==> run_1/clocks.png <==
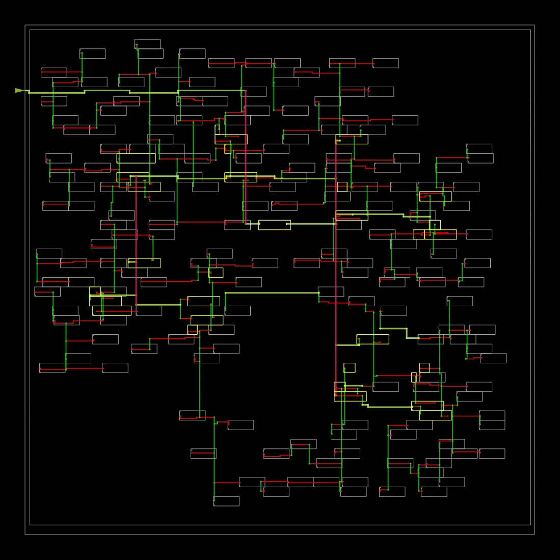
==> run_1/power_grid.png <==
Pins as bars on the die edge.
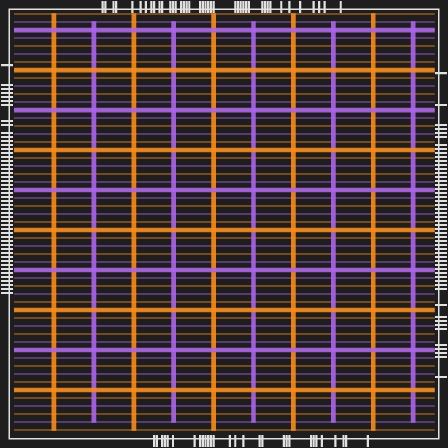
==> run_1/layer_met1.png <==
Supply wires on this layer in grey.
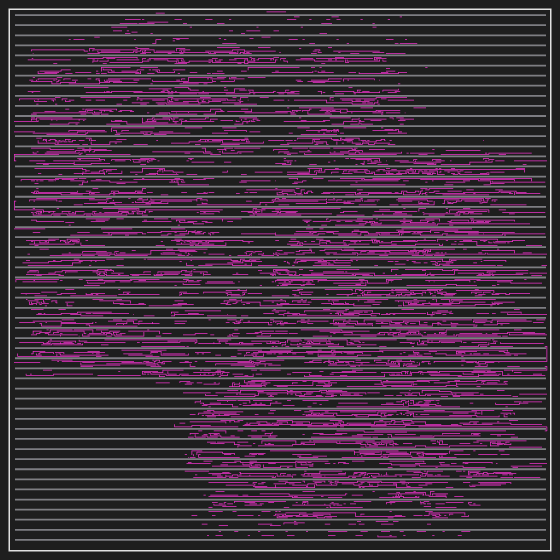
==> run_1/logic_types.png <==
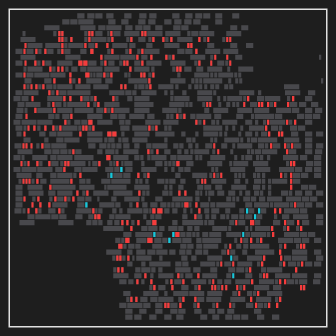
<file path="config.mk">
export PLATFORM = sky130hd
export DESIGN_NAME = store_merge_unit_flat
export DESIGN_NICKNAME = d
export VERILOG_FILES = /design/src/rtl/store_merge_unit_pkg.sv /design/src/rtl/store_merge_unit_if.sv /design/src/rtl/store_lane_merge.sv /design/src/rtl/store_merge_unit.sv /design/src/flat_wrapper.sv
export SDC_FILE = /design/constraint.sdc
export NUM_CORES = 1
export LEC_CHECK = 0
export ABC_CLOCK_PERIOD_IN_PS = 2800
export CAP_MARGIN = 5
export CORE_UTILIZATION = 40
export CTS_CLUSTER_DIAMETER = 50
export DETAILED_ROUTE_END_ITERATION = 8
export PLACE_DENSITY = 0.68
export SLEW_MARGIN = 20
export SYNTH_ARGS = -nofsm -noshare
export SYNTH_HDL_FRONTEND = slang
export SYNTH_SLANG_ARGS = --single-unit
</file>
<file path="constraint.sdc">
create_clock -name clk -period 2.8 [get_ports clk]
set_input_delay 0.56 -clock clk [delete_from_list [all_inputs] [get_ports clk]]
set_output_delay 0.56 -clock clk [all_outputs]
set_load 0.01 [all_outputs]
</file>
<file path="src/rtl/store_merge_unit_pkg.sv">
// Shared encodings and helpers for the store merge unit.
package store_merge_unit_pkg;

   localparam int unsigned FUNCT3_W = 3;
   localparam int unsigned LANE_W   = 2;

   localparam logic [FUNCT3_W-1:0] STORE_SB = 3'b000;
   localparam logic [FUNCT3_W-1:0] STORE_SH = 3'b001;
   localparam logic [FUNCT3_W-1:0] STORE_SW = 3'b010;

   typedef enum logic [1:0] {
      ST_IDLE    = 2'd0,
      ST_RD_REQ  = 2'd1,
      ST_RD_WAIT = 2'd2,
      ST_WR_REQ  = 2'd3
   } state_t;

   // Legal store width with natural alignment for that width.
   function automatic logic store_legal(input logic [FUNCT3_W-1:0] funct3,
                                        input logic [LANE_W-1:0]   addr_lo);
      logic ok;
      case (funct3)
         STORE_SB: ok = 1'b1;
         STORE_SH: ok = ~addr_lo[0];
         STORE_SW: ok = (addr_lo == 2'b00);
         default:  ok = 1'b0;
      endcase
      return ok;
   endfunction

endpackage

</file>
<file path="src/rtl/store_merge_unit_if.sv">
// Store request bus plus word-memory command/response bus.
interface store_merge_unit_if #(
   parameter int unsigned WIDTH_ADDR = 32,
   parameter int unsigned WIDTH_DATA = 32
);
   logic                  req_valid;
   logic                  req_ready;
   logic [2:0]            req_funct3;
   logic [WIDTH_ADDR-1:0] req_addr;
   logic [WIDTH_DATA-1:0] req_data;
   logic                  mem_req_valid;
   logic                  mem_req_we;
   logic [WIDTH_ADDR-1:0] mem_req_addr;
   logic [WIDTH_DATA-1:0] mem_req_wdata;
   logic                  mem_req_ready;
   logic                  mem_rsp_valid;
   logic [WIDTH_DATA-1:0] mem_rsp_rdata;
   logic                  done;
   logic                  err;

   // Merge unit side.
   modport slave (
      input  req_valid, req_funct3, req_addr, req_data,
      input  mem_req_ready, mem_rsp_valid, mem_rsp_rdata,
      output req_ready, mem_req_valid, mem_req_we, mem_req_addr, mem_req_wdata,
      output done, err
   );

   // Store issuer and memory side.
   modport master (
      output req_valid, req_funct3, req_addr, req_data,
      output mem_req_ready, mem_rsp_valid, mem_rsp_rdata,
      input  req_ready, mem_req_valid, mem_req_we, mem_req_addr, mem_req_wdata,
      input  done, err
   );
endinterface

</file>
<file path="src/rtl/store_lane_merge.sv">
// Combinational byte-lane merge of sub-word store data into an old word.
module store_lane_merge
   import store_merge_unit_pkg::*;
(
   input  logic [FUNCT3_W-1:0] funct3,
   input  logic [LANE_W-1:0]   addr_lo,
   input  logic [31:0]         data,
   input  logic [31:0]         old_word,
   output logic [31:0]         merged_c
);

   // Replace only the lanes the store covers; little-endian lane order.
   always_comb begin
      merged_c = old_word;
      case (funct3)
         STORE_SB: merged_c[{addr_lo, 3'b000} +: 8]     = data[7:0];
         STORE_SH: merged_c[{addr_lo[1], 4'b0000} +: 16] = data[15:0];
         STORE_SW: merged_c = data;
         default:  merged_c = old_word;
      endcase
   end

endmodule

</file>
<file path="src/rtl/store_merge_unit.sv">
// Sub-word store executor: read word, merge lanes, write word back.
// A one-entry last-word buffer skips the read for repeat stores to one word.
module store_merge_unit
   import store_merge_unit_pkg::*;
#(
   parameter int unsigned WIDTH_ADDR    = 32,
   parameter int unsigned WIDTH_DATA    = 32,
   parameter int unsigned USE_LAST_WORD = 1
) (
   input logic              clk,
   input logic              rst,
   store_merge_unit_if.slave bus
);

   localparam int unsigned TAG_W = WIDTH_ADDR - 2;

   state_t                state_q;
   logic                  req_ready_q;
   logic                  mem_req_valid_q;
   logic                  mem_req_we_q;
   logic [WIDTH_ADDR-1:0] mem_req_addr_q;
   logic [WIDTH_DATA-1:0] mem_req_wdata_q;
   logic                  done_q;
   logic                  err_q;

   logic [FUNCT3_W-1:0]   funct3_q;
   logic [LANE_W-1:0]     addr_lo_q;
   logic [WIDTH_DATA-1:0] data_q;

   logic                  buf_valid_q;
   logic [TAG_W-1:0]      buf_tag_q;
   logic [WIDTH_DATA-1:0] buf_word_q;

   logic                  idle_c;
   logic                  accept_c;
   logic                  legal_c;
   logic                  hit_c;
   logic [WIDTH_ADDR-1:0] word_addr_c;
   logic [FUNCT3_W-1:0]   mrg_funct3_c;
   logic [LANE_W-1:0]     mrg_addr_lo_c;
   logic [WIDTH_DATA-1:0] mrg_data_c;
   logic [WIDTH_DATA-1:0] mrg_old_c;
   logic [WIDTH_DATA-1:0] merged_c;

   assign idle_c      = (state_q == ST_IDLE);
   assign accept_c    = bus.req_valid && req_ready_q;
   assign legal_c     = store_legal(bus.req_funct3, bus.req_addr[1:0]);
   assign hit_c       = (USE_LAST_WORD != 0) && buf_valid_q &&
                        (bus.req_addr[WIDTH_ADDR-1:2] == buf_tag_q);
   assign word_addr_c = {bus.req_addr[WIDTH_ADDR-1:2], 2'b00};

   // In IDLE merge the incoming request over the buffered word; later the latched request over read data.
   assign mrg_funct3_c  = idle_c ? bus.req_funct3    : funct3_q;
   assign mrg_addr_lo_c = idle_c ? bus.req_addr[1:0] : addr_lo_q;
   assign mrg_data_c    = idle_c ? bus.req_data      : data_q;
   assign mrg_old_c     = idle_c ? buf_word_q        : bus.mem_rsp_rdata;

   store_lane_merge u_lane_merge (
      .funct3   (mrg_funct3_c),
      .addr_lo  (mrg_addr_lo_c),
      .data     (mrg_data_c),
      .old_word (mrg_old_c),
      .merged_c (merged_c)
   );

   // Control FSM with registered memory command, pulses and last-word buffer.
   always_ff @(posedge clk) begin
      if (rst) begin
         state_q         <= ST_IDLE;
         req_ready_q     <= 1'b1;
         mem_req_valid_q <= 1'b0;
         mem_req_we_q    <= 1'b0;
         mem_req_addr_q  <= '0;
         mem_req_wdata_q <= '0;
         done_q          <= 1'b0;
         err_q           <= 1'b0;
         funct3_q        <= '0;
         addr_lo_q       <= '0;
         data_q          <= '0;
         buf_valid_q     <= 1'b0;
         buf_tag_q       <= '0;
         buf_word_q      <= '0;
      end else begin
         done_q <= 1'b0;
         err_q  <= 1'b0;
         case (state_q)
            ST_IDLE: begin
               if (accept_c) begin
                  funct3_q  <= bus.req_funct3;
                  addr_lo_q <= bus.req_addr[1:0];
                  data_q    <= bus.req_data;
                  if (!legal_c) begin
                     err_q <= 1'b1;
                  end else if ((bus.req_funct3 == STORE_SW) || hit_c) begin
                     state_q         <= ST_WR_REQ;
                     req_ready_q     <= 1'b0;
                     mem_req_valid_q <= 1'b1;
                     mem_req_we_q    <= 1'b1;
                     mem_req_addr_q  <= word_addr_c;
                     mem_req_wdata_q <= merged_c;
                  end else begin
                     state_q         <= ST_RD_REQ;
                     req_ready_q     <= 1'b0;
                     mem_req_valid_q <= 1'b1;
                     mem_req_we_q    <= 1'b0;
                     mem_req_addr_q  <= word_addr_c;
                  end
               end
            end
            ST_RD_REQ: begin
               if (bus.mem_req_ready) begin
                  state_q         <= ST_RD_WAIT;
                  mem_req_valid_q <= 1'b0;
               end
            end
            ST_RD_WAIT: begin
               if (bus.mem_rsp_valid) begin
                  state_q         <= ST_WR_REQ;
                  mem_req_valid_q <= 1'b1;
                  mem_req_we_q    <= 1'b1;
                  mem_req_wdata_q <= merged_c;
               end
            end
            ST_WR_REQ: begin
               if (bus.mem_req_ready) begin
                  state_q         <= ST_IDLE;
                  req_ready_q     <= 1'b1;
                  mem_req_valid_q <= 1'b0;
                  mem_req_we_q    <= 1'b0;
                  done_q          <= 1'b1;
                  buf_valid_q     <= 1'b1;
                  buf_tag_q       <= mem_req_addr_q[WIDTH_ADDR-1:2];
                  buf_word_q      <= mem_req_wdata_q;
               end
            end
            default: begin
               state_q         <= ST_IDLE;
               req_ready_q     <= 1'b1;
               mem_req_valid_q <= 1'b0;
               mem_req_we_q    <= 1'b0;
            end
         endcase
      end
   end

   assign bus.req_ready     = req_ready_q;
   assign bus.mem_req_valid = mem_req_valid_q;
   assign bus.mem_req_we    = mem_req_we_q;
   assign bus.mem_req_addr  = mem_req_addr_q;
   assign bus.mem_req_wdata = mem_req_wdata_q;
   assign bus.done          = done_q;
   assign bus.err           = err_q;

endmodule

</file>
<file path="src/flat_wrapper.sv">
// flat-port wrapper written by rule: the top's interface ports become plain ports
module store_merge_unit_flat import store_merge_unit_pkg::*;
#(
   parameter int unsigned WIDTH_ADDR    = 32,
   parameter int unsigned WIDTH_DATA    = 32,
   parameter int unsigned USE_LAST_WORD = 1
)
  (clk, rst, bus_req_valid, bus_req_funct3, bus_req_addr, bus_req_data, bus_mem_req_ready, bus_mem_rsp_valid, bus_mem_rsp_rdata, bus_req_ready, bus_mem_req_valid, bus_mem_req_we, bus_mem_req_addr, bus_mem_req_wdata, bus_done, bus_err);
  store_merge_unit_if #(.WIDTH_ADDR(WIDTH_ADDR), .WIDTH_DATA(WIDTH_DATA)) bus_i ();
  input logic clk;
  input logic rst;
  input wire logic [$bits(bus_i.req_valid)-1:0] bus_req_valid;
  input wire logic [$bits(bus_i.req_funct3)-1:0] bus_req_funct3;
  input wire logic [$bits(bus_i.req_addr)-1:0] bus_req_addr;
  input wire logic [$bits(bus_i.req_data)-1:0] bus_req_data;
  input wire logic [$bits(bus_i.mem_req_ready)-1:0] bus_mem_req_ready;
  input wire logic [$bits(bus_i.mem_rsp_valid)-1:0] bus_mem_rsp_valid;
  input wire logic [$bits(bus_i.mem_rsp_rdata)-1:0] bus_mem_rsp_rdata;
  output wire logic [$bits(bus_i.req_ready)-1:0] bus_req_ready;
  output wire logic [$bits(bus_i.mem_req_valid)-1:0] bus_mem_req_valid;
  output wire logic [$bits(bus_i.mem_req_we)-1:0] bus_mem_req_we;
  output wire logic [$bits(bus_i.mem_req_addr)-1:0] bus_mem_req_addr;
  output wire logic [$bits(bus_i.mem_req_wdata)-1:0] bus_mem_req_wdata;
  output wire logic [$bits(bus_i.done)-1:0] bus_done;
  output wire logic [$bits(bus_i.err)-1:0] bus_err;
  assign bus_i.req_valid = bus_req_valid;
  assign bus_i.req_funct3 = bus_req_funct3;
  assign bus_i.req_addr = bus_req_addr;
  assign bus_i.req_data = bus_req_data;
  assign bus_i.mem_req_ready = bus_mem_req_ready;
  assign bus_i.mem_rsp_valid = bus_mem_rsp_valid;
  assign bus_i.mem_rsp_rdata = bus_mem_rsp_rdata;
  assign bus_req_ready = bus_i.req_ready;
  assign bus_mem_req_valid = bus_i.mem_req_valid;
  assign bus_mem_req_we = bus_i.mem_req_we;
  assign bus_mem_req_addr = bus_i.mem_req_addr;
  assign bus_mem_req_wdata = bus_i.mem_req_wdata;
  assign bus_done = bus_i.done;
  assign bus_err = bus_i.err;
  store_merge_unit #(.WIDTH_ADDR(WIDTH_ADDR), .WIDTH_DATA(WIDTH_DATA), .USE_LAST_WORD(USE_LAST_WORD)) u_core (.clk(clk), .rst(rst), .bus(bus_i));
endmodule
</file>
==> flow_summary.toml, run 1 <==
# flow metrics
[final_timing]
min_period_over_period_pct = 93.7
tightest_slew_ps = 761
finalHoldViolCount = 0
max_freq_mhz = 381
hold_ws_ps = 454
slew_headroom_pct = 49.2
tns_ps = 0

[power_and_ir_drop]
power_leakage_nw = 4.05
finalPower_mw = 7.63
pwr.group.clock_mw = 2.36
p_comb_share_pct = 33.8
p_int_mw = 5.02
ir_drop_mv = 0.505

[synthesis]
ys_sh_mux_pct = 6.97
top_logic_kind = "simple AND/OR/NAND/NOR gates"
ys_warn_count = 0
ys.flops = 169
asyncSetResetFlopFracSynth_pct = 0
ys.flop_type = "dfxtp_1"
ys_top_cells_by_count = "nand2_1 (269), a21oi_1 (170), dfxtp_1 (169), nor3_1 (65), mux2i_1 (49)"

[detailed_routing]
first_pass_iters = 5
top_layer_used = "met4"
num_vias = 8023
routed_wl_mm = 25.8

[place]
gpl.final_weighted_congestion = 0.871
hpwl_mm = 18.2
numPortBuffers = 170

[die]
tap_cells = 270
die_h_um = 146
fp.dieW_um = 146
die-area_um2 = 21200

[final_layout]
logic_area_um2 = 4490
ff_latch_area_um2 = 3380
nNonClkInverters = 12
diodes = 0
fin_area_um2 = 11100
finalNetCount = 1311
clock_tree_area_fraction_pct = 5.19
fillCellCount = 1847

[critical_path]
r2r_start = "u_core.state_q[0]"
cp_cell_sequence = "inv_2 > ha_4 > buf_4 > or4_1 > buf_4 > nand2_1 > o21ai_1 > o32ai_1 > nor4_1 > nor3_1"
r2r_end = "u_core.bus.mem_req_wdata[30]"
r2r_cells = 10
cp-end-kind = "register"
crit_arrival_ps = 2970
critical_path_required_ps = 3140
cp_top_family = "simple AND/OR/NAND/NOR gates"
cp-start-kind = "register"
worst-setup-path-type = "register to register"
startpoint = "u_core.state_q[0]"

[global_routing]
antenna_found_initial = 0
met1_usage_pct = 30.9
use_met2_pct = 39.7
track_usage_pct = 24.4
grt_max_degree = 100
overflow = 0

[run]
cap_viol_max_count = 0

[clock_network]
ctsResizeCount = 0
cts_max_level = 4
cts_tree = "done"

[status]
status = "finished clean"

[min_path]
holdPathEnd = "u_core.buf_word_q[18]"
Notes on clocks.png above:
flop count: 169
CTS buffer count: 17
Sinks on Clock Net: 169

Notes on power_grid.png above:
Key: orange = VSS; purple = VDD
The core has 52 rows. 10 straps on met4.

Notes on layer_met1.png above:
The longest straight run is 42.8 um. The wires run mostly horizontal. The layer carries 10900 um of wire. The layer holds 42% of the routed length.

Notes on logic_types.png above:
Key: cyan = inverters [cells 12, most used inv_1]; red = NAND gates [cells 287, most used nand2_1, where widely spread]

==> run 2: changes to the inputs <==
- GPL_ROUTABILITY_DRIVEN: not set -> 0
- SKIP_CTS_REPAIR_TIMING: not set -> 1
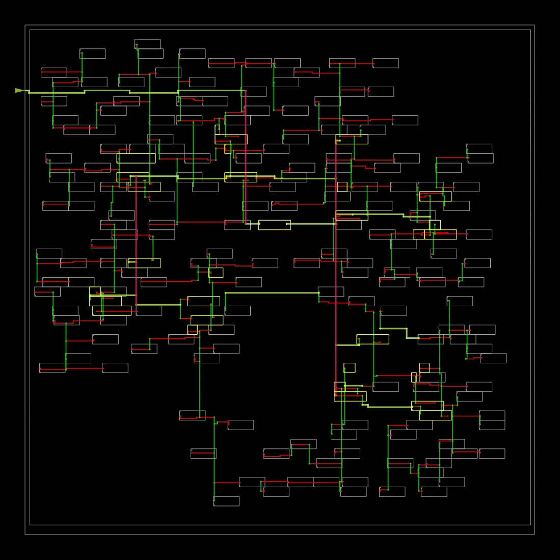
(run_2/clocks.png)
clkbuf count: 19
Clock Power: 2.36 mW
Latency at later pin: 430 ps

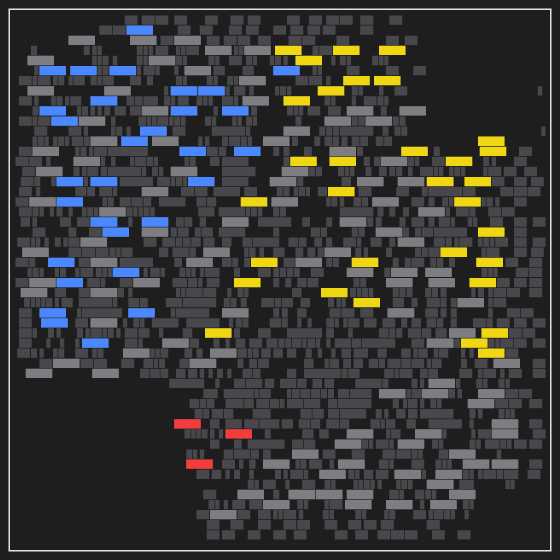
(run_2/flops_by_reg.png)
Other sequential cells in the stronger grey, the rest of the logic in the fainter grey.
Key: red = `u_core.funct3_q` [placed flops 3]; yellow = `u_core.buf_word_q` [placed flops 32]; blue = `u_core.buf_tag_q` [placed flops 30]

==> flow_summary.toml, run 2 <==
# flow metrics
[power_and_ir_drop]
net-switching-power_mw = 2.60
finalPower_mw = 7.63
power_leakage_nw = 4.05
p_int_mw = 5.02
p_comb_share_pct = 33.8
p_sw_share_pct = 34.1
ir_drop_mv = 0.505

[critical_path]
cp_cell_sequence = "inv_2 > ha_4 > buf_4 > or4_1 > buf_4 > nand2_1 > o21ai_1 > o32ai_1 > nor4_1 > nor3_1"
r2r_end = "u_core.bus.mem_req_wdata[30]"
startpoint = "u_core.state_q[0]"
cp_common_cell = "buf_4"
cp-end-kind = "register"
cp-start-kind = "register"
crit_fanout = 13
worst-setup-path-type = "register to register"
r2r_start = "u_core.state_q[0]"
r2r_cells = 10
crit_arrival_ps = 2970
critical_path_required_ps = 3140
rrSetupSlack_ps = 180
cp_top_family = "simple AND/OR/NAND/NOR gates"

[global_routing]
grt_busiest_layer = "met2"
track_usage_pct = 24.4
met1_usage_pct = 30.9
grt_pass1_vias = 7590
overflow = 0
antenna_found_initial = 0
grt_max_degree = 100
use_met2_pct = 39.7

[detailed_routing]
first_pass_iters = 5
wire_per_inst_um = 17.4
drtIter0Drc = 598
num_vias = 8023
routed_wl_mm = 25.8

[place]
hpwl_mm = 18.2
numPortBuffers = 170
dpl_cell_area_um2 = 10500

[final_timing]
min_period_over_period_pct = 93.7
finalHoldViolCount = 0
tns_ps = 0
tightest_slew_ps = 761
slew_headroom_pct = 49.2
fin_crit_ps = 2620
max_freq_mhz = 381
fin_skew_ps = 8.24
hold_ws_ps = 454

[final_layout]
diodes = 0
finalNetCount = 1311
nNonClkInverters = 12
seq_cells = 169
fillCellCount = 1847
buffer_area_share_pct = 20.4
drive_gt1_share_pct = 10.6
logic_area_um2 = 4490
clock_tree_area_fraction_pct = 5.19
ff_latch_area_um2 = 3380

[synthesis]
ys.flop_type = "dfxtp_1"
asyncSetResetFlopFracSynth_pct = 0
syn_area_um2 = 8240
ys_top_cells_by_count = "nand2_1 (269), a21oi_1 (170), dfxtp_1 (169), nor3_1 (65), mux2i_1 (49)"
yosys.stat.seqShare_pct = 41.1
ys_sh_mux_pct = 6.97
top_logic_kind = "simple AND/OR/NAND/NOR gates"
ys.flops = 169
yosys-stat-area_um2 = 8240
ys_warn_count = 0
synth-xor-area-share_pct = 3.19

[die]
fp_util_pct = 40.7
fp.dieW_um = 146
tap_cells = 270
fp-row-count = 52
die_h_um = 146
die-area_um2 = 21200

[clock_network]
cts_tree = "done"
cts.sinks = 169
cts_max_level = 4
cts_buffers = 17

[run]
cap_viol_max_count = 0

[status]
status = "finished clean"

[min_path]
holdPathEnd = "u_core.buf_word_q[18]"
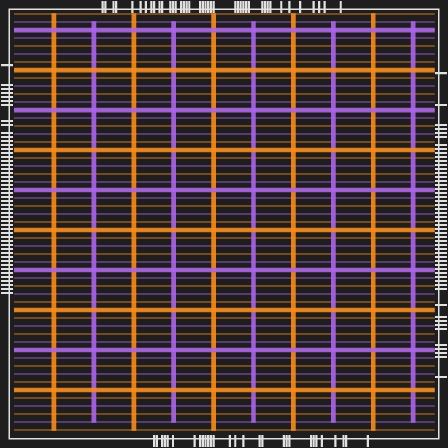
(run_2/power_grid.png)
Pins as bars on the die edge.
Key: purple = VDD; orange = VSS
53 met1 rails follow the rows. 10 straps on met4. 10 straps on met5.

No activity file was given, so power comes from the tool's default toggle rates.
